<file path="src/rtl/fb_pkg.sv">
// Shared frame-buffer definitions for the Julia write controller and the read master.
package fb_pkg;

    typedef enum logic [1:0] {
        IDLE,
        FETCH,
        DRAIN
    } fb_state_t;

    localparam int PIX_W = 32;
    localparam int IDX_W = 20;

    localparam logic [31:0] DEF_FB_BASE = 32'h0000_0000;
    localparam int DEF_H_RES = 640;
    localparam int DEF_V_RES = 480;

endpackage

</file>
<file path="src/rtl/sync_fifo.sv">
// Show-ahead synchronous FIFO: the head entry is visible on pop_data whenever not empty.
module sync_fifo #(
    parameter int WIDTH = 32,
    parameter int DEPTH = 16
) (
    input  logic                   clk,
    input  logic                   rst,
    input  logic                   push,
    input  logic [WIDTH-1:0]       push_data,
    input  logic                   pop,
    output logic [WIDTH-1:0]       pop_data,
    output logic                   empty,
    output logic [$clog2(DEPTH):0] count
);

    localparam int AW = $clog2(DEPTH);
    localparam logic [AW:0] FULL_COUNT = (AW + 1)'(DEPTH);

    logic [WIDTH-1:0] mem [DEPTH];
    logic [AW-1:0]    wr_ptr;
    logic [AW-1:0]    rd_ptr;
    logic             full;
    logic             do_push;
    logic             do_pop;

    assign empty    = (count == '0);
    assign full     = (count == FULL_COUNT);
    assign do_pop   = pop && !empty;
    assign do_push  = push && (!full || do_pop);
    // Head is forced to zero while empty so the output never shows stale storage.
    assign pop_data = empty ? '0 : mem[rd_ptr];

    always_ff @(posedge clk or posedge rst) begin
        if (rst) begin
            wr_ptr <= '0;
            rd_ptr <= '0;
            count  <= '0;
        end else begin
            if (do_push) wr_ptr <= wr_ptr + 1'b1;
            if (do_pop)  rd_ptr <= rd_ptr + 1'b1;
            case ({do_push, do_pop})
                2'b10:   count <= count + 1'b1;
                2'b01:   count <= count - 1'b1;
                default: count <= count;
            endcase
        end
    end

    always_ff @(posedge clk) begin
        if (do_push) mem[wr_ptr] <= push_data;
    end

endmodule

</file>
<file path="src/rtl/fb_reader.sv">
// Frame-buffer read master: fetches a frame with credit-limited pipelined reads
// and streams the returned pixels out in raster order.
module fb_reader
    import fb_pkg::*;
#(
    parameter logic [31:0] FB_BASE    = DEF_FB_BASE,
    parameter int          H_RES      = DEF_H_RES,
    parameter int          V_RES      = DEF_V_RES,
    parameter int          FIFO_DEPTH = 16
) (
    input  logic             clk,
    input  logic             rst,
    input  logic             start,
    output logic [31:0]      read_address,
    output logic             read,
    input  logic             wait_request,
    input  logic [PIX_W-1:0] read_data,
    input  logic             read_data_valid,
    output logic [PIX_W-1:0] pix_data,
    output logic             pix_valid,
    input  logic             pix_ready,
    output logic             busy,
    output logic             frame_done
);

    localparam int CW = $clog2(FIFO_DEPTH) + 1;
    localparam logic [IDX_W-1:0] LAST_IDX   = IDX_W'(H_RES * V_RES - 1);
    localparam logic [CW:0]      CREDIT_MAX = (CW + 1)'(FIFO_DEPTH);

    fb_state_t        state;
    fb_state_t        state_next;
    logic [IDX_W-1:0] req_idx;
    logic [IDX_W-1:0] req_idx_next;
    logic [IDX_W-1:0] pop_idx;
    logic [IDX_W-1:0] pop_idx_next;
    logic [CW-1:0]    outstanding;
    logic [CW-1:0]    outstanding_next;
    logic [CW-1:0]    fifo_count;
    logic [CW-1:0]    count_next;
    logic             fifo_empty;
    logic             credit_ok;
    logic             read_next;
    logic [31:0]      address_next;
    logic             frame_done_next;
    logic             accept;
    logic             push;
    logic             pop;

    assign accept    = read && !wait_request;
    // Responses with nothing outstanding are strays (e.g. left over from before a reset).
    assign push      = read_data_valid && (outstanding != '0);
    assign pix_valid = !fifo_empty;
    assign pop       = pix_valid && pix_ready;

    sync_fifo #(
        .WIDTH (PIX_W),
        .DEPTH (FIFO_DEPTH)
    ) u_fifo (
        .clk       (clk),
        .rst       (rst),
        .push      (push),
        .push_data (read_data),
        .pop       (pop),
        .pop_data  (pix_data),
        .empty     (fifo_empty),
        .count     (fifo_count)
    );

    always_comb begin
        state_next      = state;
        req_idx_next    = req_idx;
        pop_idx_next    = pop_idx;
        read_next       = read;
        address_next    = read_address;
        frame_done_next = 1'b0;

        outstanding_next = outstanding;
        if (accept && !push)      outstanding_next = outstanding + 1'b1;
        else if (!accept && push) outstanding_next = outstanding - 1'b1;

        count_next = fifo_count;
        if (push && !pop)      count_next = fifo_count + 1'b1;
        else if (!push && pop) count_next = fifo_count - 1'b1;

        // read is registered, so credit is judged on the occupancy it will see next cycle.
        credit_ok = (({1'b0, count_next} + {1'b0, outstanding_next}) < CREDIT_MAX);

        if (state != IDLE && pop) pop_idx_next = pop_idx + 1'b1;

        unique case (state)
            IDLE: begin
                read_next    = 1'b0;
                address_next = FB_BASE;
                if (start) begin
                    state_next   = FETCH;
                    req_idx_next = '0;
                    pop_idx_next = '0;
                    read_next    = credit_ok;
                end
            end
            FETCH: begin
                if (accept) begin
                    req_idx_next = req_idx + 1'b1;
                    address_next = FB_BASE + 32'({req_idx_next, 2'b00});
                    if (req_idx == LAST_IDX) begin
                        state_next = DRAIN;
                        read_next  = 1'b0;
                    end else begin
                        read_next = credit_ok;
                    end
                end else if (!read) begin
                    read_next = credit_ok;
                end
            end
            DRAIN: begin
                read_next = 1'b0;
                if (pop && pop_idx == LAST_IDX) begin
                    state_next      = IDLE;
                    frame_done_next = 1'b1;
                end
            end
            default: begin
                state_next = IDLE;
                read_next  = 1'b0;
            end
        endcase
    end

    always_ff @(posedge clk or posedge rst) begin
        if (rst) begin
            state        <= IDLE;
            req_idx      <= '0;
            pop_idx      <= '0;
            outstanding  <= '0;
            read         <= 1'b0;
            read_address <= FB_BASE;
            busy         <= 1'b0;
            frame_done   <= 1'b0;
        end else begin
            state        <= state_next;
            req_idx      <= req_idx_next;
            pop_idx      <= pop_idx_next;
            outstanding  <= outstanding_next;
            read         <= read_next;
            read_address <= address_next;
            busy         <= (state_next != IDLE);
            frame_done   <= frame_done_next;
        end
    end

endmodule

</file>
<file path="config.mk">
export PLATFORM = sky130hd
export DESIGN_NAME = fb_reader
export DESIGN_NICKNAME = d
export VERILOG_FILES = /design/src/rtl/fb_pkg.sv /design/src/rtl/sync_fifo.sv /design/src/rtl/fb_reader.sv
export SDC_FILE = /design/constraint.sdc
export NUM_CORES = 1
export LEC_CHECK = 0
export CAP_MARGIN = 30
export CORE_UTILIZATION = 28
export CTS_CLUSTER_DIAMETER = 40
export CTS_CLUSTER_SIZE = 14
export DETAILED_ROUTE_END_ITERATION = 10
export GPL_ROUTABILITY_DRIVEN = 0
export GPL_TIMING_DRIVEN = 0
export SYNTH_ARGS = -nofsm -noshare
export SYNTH_HDL_FRONTEND = slang
export SYNTH_SLANG_ARGS = --single-unit
</file>
<file path="constraint.sdc">
create_clock -name clk -period 6.3 [get_ports clk]
set_clock_uncertainty 0.2 [all_clocks]
set_input_delay 0.945 -clock clk [delete_from_list [all_inputs] [get_ports clk]]
set_output_delay 0.945 -clock clk [all_outputs]
set_load 0.1 [all_outputs]
</file>
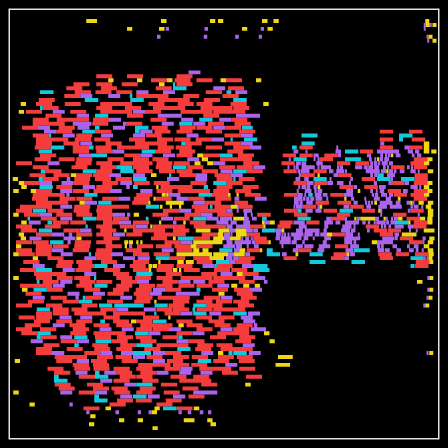
class_map.png
- remaining logic cells: purple (cells 590; share of their area 22%)
- clock drivers and dummy loads: cyan (cells 137; share of their area 9.2%)
- remaining buffers and delay cells: yellow (cells 199; share of their area 6.8%)
- registers: red (cells 595; share of their area 62%)
Site Rows: 106
Util after Layout: 35.2%
flop share of the area: 58.8%
Core Region: 0.0842 sq mm

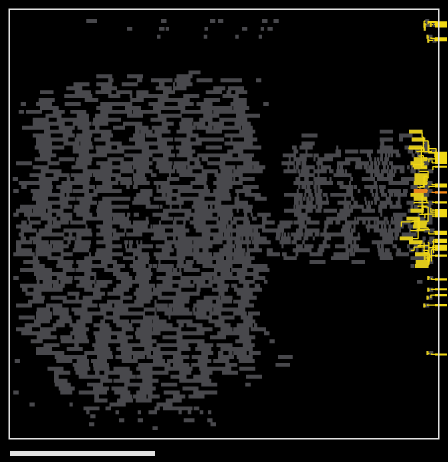
port_trees.png
The bar under the picture is 100 um long.
- busy: orange (bits 1; direction output; edge right; end cells 1; buffers 1; wire 4.40 um)
- read_address: yellow (bits 32; direction output; edge right; end cells 32; buffers 32; wire 524 um)
io pins: 106
number of port buffers: 93

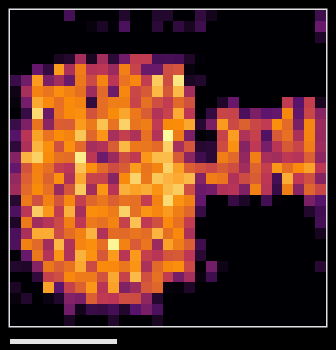
util_map.png
The bar under the picture is 100 um long. The die is cut into 29 by 29 equal tiles; black is low, pale yellow is high, 0 to 100% covered.
- fullest tile: 99%
- emptiest ninth of the die: lower right
- mean over tiles: 33%
- tiles over 75% full: 11%
- nearly empty tiles: 38%

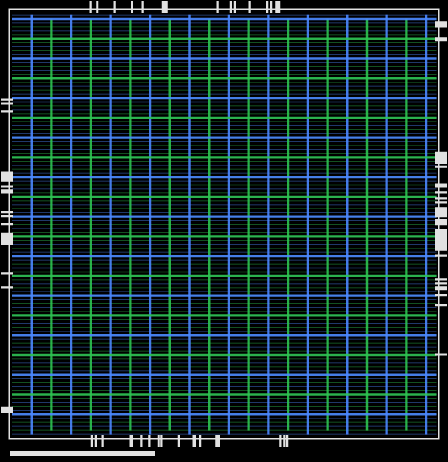
floorplan.png
The bar under the picture is 100 um long. Pins as bars on the die edge.
- VSS: blue
- VDD: green
- met5 straps: 21
- met1 rails: 107
- signal pins: 106

==> impl_metrics.yaml <==
# physical design summary
run_status:
  status: "completed"
yosys:
  yosysMostFrequentCell: "edfxtp_1"
  syn_area_per_cell_sq_um: 19.2
  ys.flop_type: "edfxtp_1"
  top_cells_by_count: "512 x edfxtp_1, 160 x mux4_2, 83 x dfrtp_1, 67 x nand2_1, 52 x o21ai_0"
  syn-cell-area_sq_mm: 0.0240
  yosys_area_sq_mm: 0.0240
  synth_async_sr_flop_share_pct: 13.9
  synth_warnings: 0
  top_area_cell: "edfxtp_1"
  synth_flops: 595
  edf_count: 512
  top_cells_by_area: "edfxtp_1 64%, mux4_2 15%, dfrtp_1 8.7%, xnor2_1 1.2%, o21ai_0 1.1%"
  ys_cells: 1248
  yosysUniqueCellTypes: 52
  top_area_share_pct: 64.2
  netlist_instances: 1248
  synth_seq_share_pct: 72.8
finish:
  largest_cell_class: "sequential cells"
  final_area_sq_mm: 0.0297
  regMostFlops: "u_fifo.mem"
  num-multi-input-gates: 576
  finalNetCount: 1516
  final-comb-area_sq_mm: 0.00622
  syn_to_final_growth_pct: 23.9
  buffer_area_share_pct: 6.45
  comb_share_pct: 21.0
  n_all_buffers: 199
  clock_buffer_count: 79
  mostFrequentLayoutCells: "512 x edfxtp_1, 160 x mux4_2, 93 x clkdlybuf4s50_1, 83 x dfrtp_1, 76 x clkbuf_16"
  layout_top_cell: "edfxtp_1"
  finalNonFillerCells: 2657
  drive_gt1_share_pct: 24.7
  fillers: 7798
  flop_area_sq_mm: 0.0175
  n_all_inverters: 14
  clkCellAreaFrac_pct: 8.79
  diodes: 2
  flop-count: 595
  largest_reg_flops: 512
detailed_routing:
  routed-wl-met3_um: 3780
  dr.max_layer_used: "met5"
  ant_nets: 0
  vias: 12400
  wirelength_met1_um: 23600
  dr.pass1.iters: 5
  post_drt_wl_per_cell_um: 21.0
  wl_um: 55700
  viasPerCell: 4.68
  drc_errors: 0
  drt_iter0_drc: 1041
  wl_met2_um: 27300
min_path:
  hold_depth: 1
  holdCritStartpoint: "pop_idx[4]"
  holdCritPathClass: "reg -> reg"
  hold_end: "pop_idx[4]"
global_route:
  use_met3_pct: 2.95
  grt_use_met2_pct: 21.6
  grt_pass1_wl_um: 83200
  grt_start_max_net_pins: 60
  grt_overflow: 0
  use_met1_pct: 17.2
  grt_pass1_vias: 13100
  antenna_found_initial: 3
  busiest_layer: "met2"
timing:
  slew_violations: 0
  slew-limit-headroom_pct: 31.0
  rsz0062_at_grt: "no"
  final-hold-violation-count: 0
  fmax_mhz: 177
  fin_hold_ws_ns: 0.262
  fin_setup_tns_ns: 0
  tightest_slew_ns: 1.03
  fin_ws_ns: 0.647
  fin_crit_sh_pct: 89.7
  period_needed_ns: 5.65
  setup_viol: 0
pwr:
  combPwrFrac_pct: 39.2
  powerClk_uw: 4370
  power_density_mw_per_mm2: 512
  p_leak_uw: 0.00970
  power_leader: "combinational cells"
  intPower_uw: 9440
  vdd_drop_max_uv: 636
  powerSeq_uw: 4860
  p_seq_share_pct: 32.0
  switching_share_pct: 37.8
  total_power_uw: 15200
  power.share.clock_pct: 28.8
  p_comb_uw: 5950
  p_sw_uw: 5740
clocking:
  clockBufferDepth: 3
  cts_hold_buffers: 0
  ctsHtreeMaxLevel: 3
  cts_sinks: 595
  post-cts-setup-buffers: 0
  clockRootBuffer: "clkbuf_16"
  cts_tree: "done"
  worstSkewPairLatency_ns: 0.62
  cts_buffers: 76
  path_clk_slew_ns: 0.06
  cts_resized: 0
worst_setup_path:
  ff2ff_path_depth: 13
  r2r_slack_ns: 2.07
  arrival_ns: 4.51
  path_cells: "clkbuf_1 > clkbuf_1 > mux4_2 > mux4_2 > and2_1 > clkdlybuf4s50_1"
  crit_slowest_cell: "clkdlybuf4s50_1"
  required_ns: 5.15
  critPathMaxStageDelay_ns: 1.00
  crit_family: "buffers and inverters"
  critical_path_buf_inv_count: 3
  cp-start-kind: "flop"
  critical_path_class: "reg -> out"
  rr_endpoint: "read"
  rr_startpoint: "u_fifo.count[0]"
  cp-end-kind: "output pin"
  path_max_fanout: 10
place:
  dp.final_hpwl_um: 35100
  placed_area_sq_mm: 0.0270
  placedCellCount: 2517
  pre_cts_ws_ns: 1.24
die:
  die_y_um: 295
  nWellTaps: 1134
  die_w_um: 295
  die-area_sq_mm: 0.0867
  fp_util_pct: 28.4
job:
  maxCapViolations: 0
  warning_count: 31
## worst max-delay path by stage
stage | startpoint | endpoint | cells after the start
6_report | u_fifo.rd_ptr[1] | pix_data[30] | 6
4_1_cts | u_fifo.rd_ptr[1] | pix_data[5] | 6
3_5_place_dp | u_fifo.rd_ptr[1] | pix_data[5] | 6
5_1_grt | u_fifo.rd_ptr[1] | pix_data[26] | 6
3_3_place_gp | read_data_valid | u_fifo.mem[3][17] | 5
2_1_floorplan | read_data_valid | u_fifo.mem[3][0] | 4
## cells by family after synthesis
kind of cell,after synthesis,share of synthesized area [%]
fa+ha+maj,16,0.836
other cells,1,0.0157
buf+inv,88,1.81
mux,166,15.3
flops,595,72.8
xor+xnor,50,1.83
compound gates,97,2.44
simple gates,235,4.93
No activity file was given, so power comes from the tool's default toggle rates.
